run_1/final_placement.png
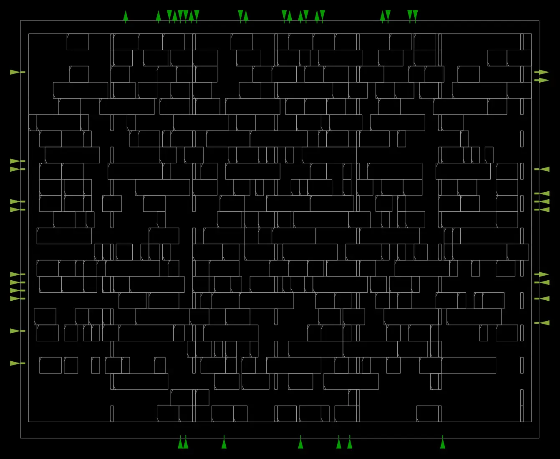
run_1/registers.png
Scale: 6 px per µm. Other sequential cells in the stronger grey, the rest of the logic in the fainter grey.
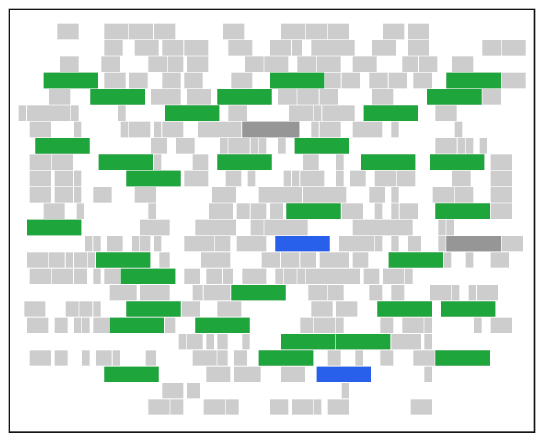
run_1/wire_density.png
Scale: 4 px per µm. The die is cut into 17 by 14 equal tiles; dark blue is low, red is high, scaled to the fullest tile. Values are wire area over tile area, all layers added.
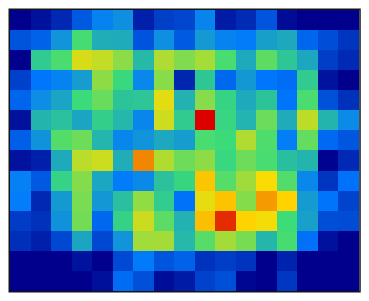
Design word_byte_unloader, sky130hd; sources not shown.
==> PnR_summary.wiki, run 1 <==
== Metrics ==
{| class="wikitable"
! Metric !! Value
|-
| Met3 Wirelength || 191 µm
|-
| Fraction of the mapped netlist area in simple logic gates || 0.173
|-
| Synthesis-to-finish area growth || 52.9%
|-
| Achievable Freq || 616 MHz
|-
| Clock tree from TritonCTS || done
|-
| Largest cells by area || dfrtp_1 44%, o211a_1 8.8%, a211o_1 7.7%, nand2_1 5.3%, nor2_1 4.8%
|-
| Worst-margin pin slew || 0.272 ns
|-
| Sequential share of the synthesized area || 0.442
|-
| Post-Synth Adder-Cell Area || 0.00614
|-
| Average cell area after synthesis || 9.18 µm²
|-
| Clock buffer count from CTS || 5
|-
| Synthesized cell area || 0.00204 mm²
|-
| Distinct cell type count after synthesis || 25
|-
| Unrepaired setup endpoints after global routing || true
|-
| Total Negative Setup Slacks || -2.04 ns
|-
| Main logic family after synthesis || AND-OR/OR-AND gates
|-
| Met2 track demand over resource || 0.281
|-
| Worst-skew pair later-pin latency || 0.29 ns
|-
| Routed met2 length || 2.40 mm
|-
| Worst path slowest cell || dfrtp_1
|-
| M1 GR Usage || 0.291
|-
| Top routing layer in use || met4
|-
| Total of buffers placed on input and output ports || 47
|-
| Core Region || 0.00553 mm²
|-
| Proportion of layout cells with a drive suffix above 1 || 0.284
|-
| Largest net degree at the start of global routing || 37
|-
| Max-slew violation count || 0
|-
| Type of the most critical hold path || in2async
|-
| Summed standard-cell area reported by yosys || 0.00204 mm²
|-
| CP Cell Sequence || ha_4, nand2_2, nand2_2, buf_6
|-
| Leading area contributor after synthesis || dfrtp_1
|-
| Number of post-CTS setup repair buffers || 12
|-
| Library cell appearing most often on the critical path || nand2_2
|-
| Clk pin slew, worst setup/hold paths || 0.08 ns
|-
| Global-route layer with the greatest usage || met1
|-
| Number of flip-flops in the largest register || 32
|-
| Reg-to-reg slack, setup || -0.10 ns
|-
| Slew HR || 0.819
|-
| Register bit count reported by yosys || 36
|-
| Final setup vio count || 31
|-
| Number of warnings in the stage logs || 29
|-
| Aggregate global routing overflow || 0
|-
| Hold slack final || 0.269 ns
|-
| Result of the run || finished with violations
|-
| Leakage power || 0.00142 µW
|-
| Global-route wire length before repair || 9.08 mm
|-
| Post-cts repair resize count || 91
|-
| Number of cells in Yosys stat || 222
|-
| Worst path required time || 1.11 ns
|-
| Max FO, Critical Path || 5
|-
| Number of rows in the core area || 24
|-
| Final Hold Violation Tally || 0
|-
| Power density over the cells || 1640 mW/mm²
|-
| Number of detailed-route iterations in the first pass || 6
|-
| CP top delay family || flip-flops
|-
| Count of flip-flops with a built-in enable after synthesis || 0
|-
| Total inserted antenna cells || 0
|-
| Max rail drop VDD || 608 µV
|-
| Number of global-route vias before repair || 1823
|-
| Crit Path Category || reg2out
|-
| Dominant synthesized flop cell || dfrtp_1
|-
| Number of warnings printed during yosys synthesis || 0
|-
| Post-route met1 wirelength || 2.84 mm
|-
| Cell with the most instances after synthesis || dfrtp_1
|-
| Number of antenna violations at the first check in global routing || 0
|-
| Final net count || 328
|-
| Period minus WS final || 1.62 ns
|-
| Delay of the slowest cell on the worst path || 0.42 ns
|-
| Fraction of synthesized cell area taken by the top area cell type || 0.442
|-
| Die span in y || 70.2 µm
|-
| Starting density of the core || 0.369
|-
| Clk root buf || clkbuf_8
|-
| Violations in the final reports || negative setup slack
|-
| Critical path launch point type || flop
|-
| Number of DRC violations after detailed routing || 0
|-
| Bufs on Longest Clock Path || 2
|-
| Endpoint kind of the worst setup timing path || primary output
|-
| Share of the cycle needed by the critical path after routing || 1.07
|-
| Deepest level of the CTS H-tree || 2
|-
| Synthesized instance count || 222
|-
| Worst setup slack after layout || -0.113 ns
|-
| Worst slack at placement || -0.509 ns
|-
| Most used logic cell in the final layout || dfrtp_1
|-
| Fraction of the mapped netlist area in compound gates || 0.288
|-
| Global routing usage on met3 || 0.0496
|-
| Data arrival, critical path || 1.22 ns
|-
| Top-level I/O count || 48
|-
| DR vias/cell || 4.99
|-
| Portion of netlist area occupied by mux cells || 0.00491
|-
| Post-synth net total || 259
|}
About final_placement.png:
core occupancy in the finished layout: 0.564
Flop Count: 36

About registers.png:
netlist name	colour	sequential cells
`r_cnt`	blue	2
`r_shift`	green	32
flip-flop and latch area: 902 µm²
share of cell area taken by flip-flops and latches: 0.290
sequential cell power: 1670 µW

About wire_density.png:
densest ninth of the die	centre
tiles over half the peak	25%
emptiest ninth of the die	south-west
fullest tile	0.41
mean over tiles	0.14
number of vias in the routed layout: 1845
mean routed wirelength per cell: 14.7 µm
Total GRT Usage: 0.195
Final Routed Wirelength: 5.45 mm

[run 1: final cells by class]
type | instances | area (µm²) | area share
Clock buffer | 8 | 97.6 | 0.0313
Multi-Input combinational cell | 149 | 1070 | 0.344
Tap cell | 78 | 97.6 | 0.0313
Timing Repair Buffer | 83 | 887 | 0.285
Sequential cell | 36 | 902 | 0.290
Inverter | 16 | 60.1 | 0.0193
[run 1: per-stage QoR]
stage,cell area [µm²],total power [µW],std cells,utilization
final,3120,5100,370,0.564
after global placement,2730,3890,347,0.494
after CTS,3100,5110,370,0.561
after detailed placement,2730,3920,347,0.494
after floorplan,2080,3130,222,-
after global routing,3120,5460,370,0.564
[run 1: power by group]
group	internal [µW]	leakage [µW]	switching [µW]
registers	1380	0.000415	291
clock network	408	0.0000523	347
logic	1520	0.000951	1160
==> run 2, diff against run 1 <==
--- a/config.mk
+++ b/config.mk
@@ -5,6 +5,7 @@
 export SDC_FILE = /design/constraint.sdc
 export NUM_CORES = 1
 export LEC_CHECK = 0
+export ABC_CLOCK_PERIOD_IN_PS = 1510
 export CELL_PAD_IN_SITES_DETAIL_PLACEMENT = 0
 export CELL_PAD_IN_SITES_GLOBAL_PLACEMENT = 1
 export CORE_ASPECT_RATIO = 0.8
run_2/final_placement.png
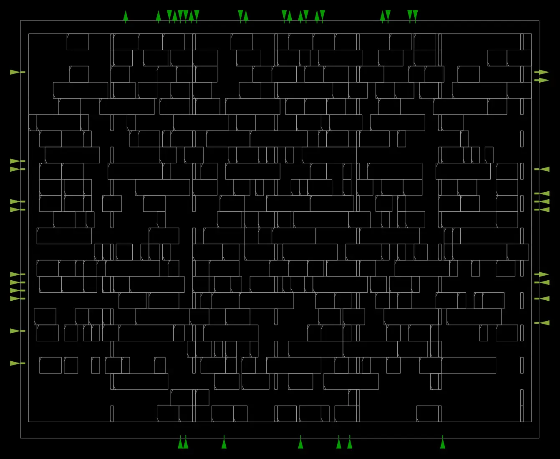
tally of filler cells in the layout: 529
number of rows in the core area: 24
tapcells inserted: 78

run_2/metal_stack.png
Scale: 4 px per µm. Only two layers are drawn.
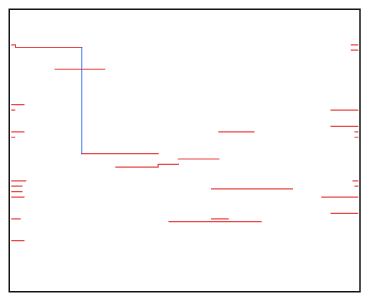
layer	colour	wire length
met3	red	192 µm
met4	blue	26.5 µm

run_2/wire_density.png
Scale: 4 px per µm. The die is cut into 17 by 14 equal tiles; dark blue is low, red is high, scaled to the fullest tile. Values are wire area over tile area, all layers added.
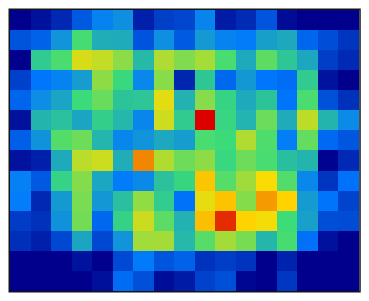
densest ninth of the die	centre
mean over tiles	0.14
nearly empty tiles	11%
tiles over half the peak	25%
fullest tile	0.41
emptiest ninth of the die	south-west

==> PnR_summary.wiki, run 2 <==
== Metrics ==
{| class="wikitable"
! Metric !! Value
|-
| Unrepaired setup endpoints after global routing || true
|-
| Result of the run || finished with violations
|-
| Die span in y || 70.2 µm (unchanged)
|-
| Final net count || 328 (unchanged)
|-
| Number of warnings in the stage logs || 29 (unchanged)
|-
| Power density over the cells || 1640 mW/mm² (unchanged)
|-
| Area of all placed cells without fillers || 0.00312 mm² (unchanged)
|-
| Post-route met1 wirelength || 2.84 mm (unchanged)
|-
| Worst-margin pin slew || 0.272 ns (unchanged)
|-
| Dominant synthesized flop cell || dfrtp_1
|-
| Number of post-CTS setup repair buffers || 12 (unchanged)
|-
| Number of warnings printed during yosys synthesis || 0 (unchanged)
|-
| Number of detailed-route iterations in the first pass || 6 (unchanged)
|-
| Worst setup slack after layout || -0.113 ns (unchanged)
|-
| Flip-flop and latch area || 902 µm² (unchanged)
|-
| Die Width || 87.3 µm
|-
| Global-route layer with the greatest usage || met1
|-
| Top cells by instance count after synthesis || 36 x dfrtp_1, 29 x nand2_1, 26 x nor2_1
|-
| Synthesized instance count || 222 (unchanged)
|-
| Sequential cell power || 1670 µW (about the same)
|-
| Top-level I/O count || 48 (unchanged)
|-
| Top routing layer in use || met4
|-
| Core occupancy in the finished layout || 0.564 (unchanged)
|-
| Met2 track demand over resource || 0.281 (unchanged)
|-
| Type of the most critical hold path || in2async
|-
| Total inserted antenna cells || 0 (unchanged)
|-
| Max FO, Critical Path || 5 (unchanged)
|-
| Number of routed nets with antenna violations || 0
|-
| Aggregate global routing overflow || 0 (unchanged)
|-
| Top power consumer group || combinational cells
|-
| Proportion of layout cells with a drive suffix above 1 || 0.284 (unchanged)
|-
| Number of antenna violations at the first check in global routing || 0 (unchanged)
|-
| DR vias/cell || 4.99 (unchanged)
|-
| Power attributed to combinational cells || 2680 µW (about the same)
|-
| Sequential share of the synthesized area || 0.442 (unchanged)
|-
| Delay of the slowest cell on the worst path || 0.42 ns (about the same)
|-
| Clk root buf || clkbuf_8
|-
| Reg-to-reg slack, setup || -0.10 ns (about the same)
|-
| Endpoint kind of the worst setup timing path || primary output
|-
| Hold slack final || 0.269 ns (unchanged)
|-
| Routed met2 length || 2.40 mm (unchanged)
|-
| Number of cells in Yosys stat || 222 (unchanged)
|-
| Leakage power || 0.00142 µW (unchanged)
|-
| Worst slack at placement || -0.509 ns (unchanged)
|-
| Part of the total power dissipated in combinational logic || 0.526 (about the same)
|-
| Slew HR || 0.819 (unchanged)
|-
| CP Cell Sequence || ha_4, nand2_2, nand2_2, buf_6
|-
| Critical path launch point type || flop
|-
| Switching portion of total power || 0.353 (unchanged)
|-
| Total Negative Setup Slacks || -2.04 ns (unchanged)
|-
| Post-synth net total || 259 (unchanged)
|-
| Clock tree from TritonCTS || done
|-
| Largest cells by area || dfrtp_1 44%, o211a_1 8.8%, a211o_1 7.7%, nand2_1 5.3%, nor2_1 4.8%
|-
| Clock buffer count from CTS || 5 (unchanged)
|-
| Met3 Wirelength || 191 µm (unchanged)
|-
| Bufs on Longest Clock Path || 2 (unchanged)
|-
| CP top delay family || flip-flops
|-
| Achievable Freq || 616 MHz (unchanged)
|-
| Total of buffers placed on input and output ports || 47 (unchanged)
|-
| Distinct cell type count after synthesis || 25 (unchanged)
|-
| Crit Path Category || reg2out
|-
| Synthesis-to-finish area growth || 52.9% (unchanged)
|-
| Cell Count, Final, Fillers Out || 370 (unchanged)
|-
| Data arrival, critical path || 1.22 ns (about the same)
|-
| Total GRT Usage || 0.195 (unchanged)
|-
| Leading area contributor after synthesis || dfrtp_1
|-
| Largest net degree at the start of global routing || 37 (unchanged)
|-
| Max rail drop VDD || 608 µV (unchanged)
|-
| Worst-skew pair later-pin latency || 0.29 ns (about the same)
|-
| Post-cts repair resize count || 91 (unchanged)
|-
| Count of flip-flops with a built-in enable after synthesis || 0 (unchanged)
|-
| Worst path slowest cell || dfrtp_1
|-
| Register bit count reported by yosys || 36 (unchanged)
|-
| Most used logic cell in the final layout || dfrtp_1
|-
| Number of vias in the routed layout || 1845 (unchanged)
|-
| Starting density of the core || 0.369 (unchanged)
|-
| Summed standard-cell area reported by yosys || 0.00204 mm² (unchanged)
|-
| Final Hold Violation Tally || 0 (unchanged)
|-
| P_sw || 1800 µW (unchanged)
|-
| Fraction of synthesized cell area taken by the top area cell type || 0.442 (unchanged)
|-
| Max-slew violation count || 0 (unchanged)
|-
| Multi-input combinational cell area || 0.00107 mm² (unchanged)
|-
| M1 GR Usage || 0.291 (unchanged)
|-
| Mean routed wirelength per cell || 14.7 µm (unchanged)
|-
| Synthesized cell area || 0.00204 mm² (unchanged)
|-
| Global routing usage on met3 || 0.0496 (unchanged)
|-
| Core Region || 0.00553 mm² (unchanged)
|-
| Number of DRC violations after detailed routing || 0 (unchanged)
|-
| Internal power || 3300 µW (unchanged)
|-
| Global-route wire length before repair || 9.08 mm (unchanged)
|-
| Deepest level of the CTS H-tree || 2 (unchanged)
|-
| Sum of internal, switching and leakage power || 5100 µW (unchanged)
|-
| Clock network fraction of total power || 0.148 (about the same)
|-
| Share of the cycle needed by the critical path after routing || 1.07 (unchanged)
|-
| Cell with the most instances after synthesis || dfrtp_1
|-
| Cell total after placement || 347 (unchanged)
|-
| Average cell area after synthesis || 9.18 µm² (unchanged)
|-
| Final Routed Wirelength || 5.45 mm (unchanged)
|-
| Placed standard-cell area || 0.00273 mm² (unchanged)
|-
| Number of global-route vias before repair || 1823 (unchanged)
|-
| Clk pin slew, worst setup/hold paths || 0.08 ns (about the same)
|-
| Worst path required time || 1.11 ns (about the same)
|-
| Proportion of power drawn by flip-flops and latches || 0.326 (about the same)
|-
| Violations in the final reports || negative setup slack
|-
| Period minus WS final || 1.62 ns (unchanged)
|-
| Power in the clock group || 756 µW (about the same)
|-
| Final setup vio count || 31 (unchanged)
|-
| Library cell appearing most often on the critical path || nand2_2
|-
| Number of flip-flops in the largest register || 32 (unchanged)
|}
run 2: cell counts in the layout (fill, tap and decap cells not counted):
No cell type changed its count.
run 2: area by class of cell:
class / instances / area share
multi-input cells: 149 / 0.344
flip-flops and latches: 36 / 0.290
repair buffers: 83 / 0.285
clock buffers: 8 / 0.0313
well taps: 78 / 0.0313
inverters: 16 / 0.0193
run 2: logic make-up (layout without fill, tap and decap cells):
| group | count (synthesis) | after routing | share of synthesized area |
|---|---|---|---|
| simple gates | 78 | 78 | 0.173 |
| compound gates | 69 | 69 | 0.288 |
| buf+inv | 37 | 107 | 0.0854 |
| flops | 36 | 36 | 0.442 |
| fa+ha+maj | 1 | 1 | 0.00614 |
| mux | 1 | 1 | 0.00491 |
Power and IR drop assume default switching activity.
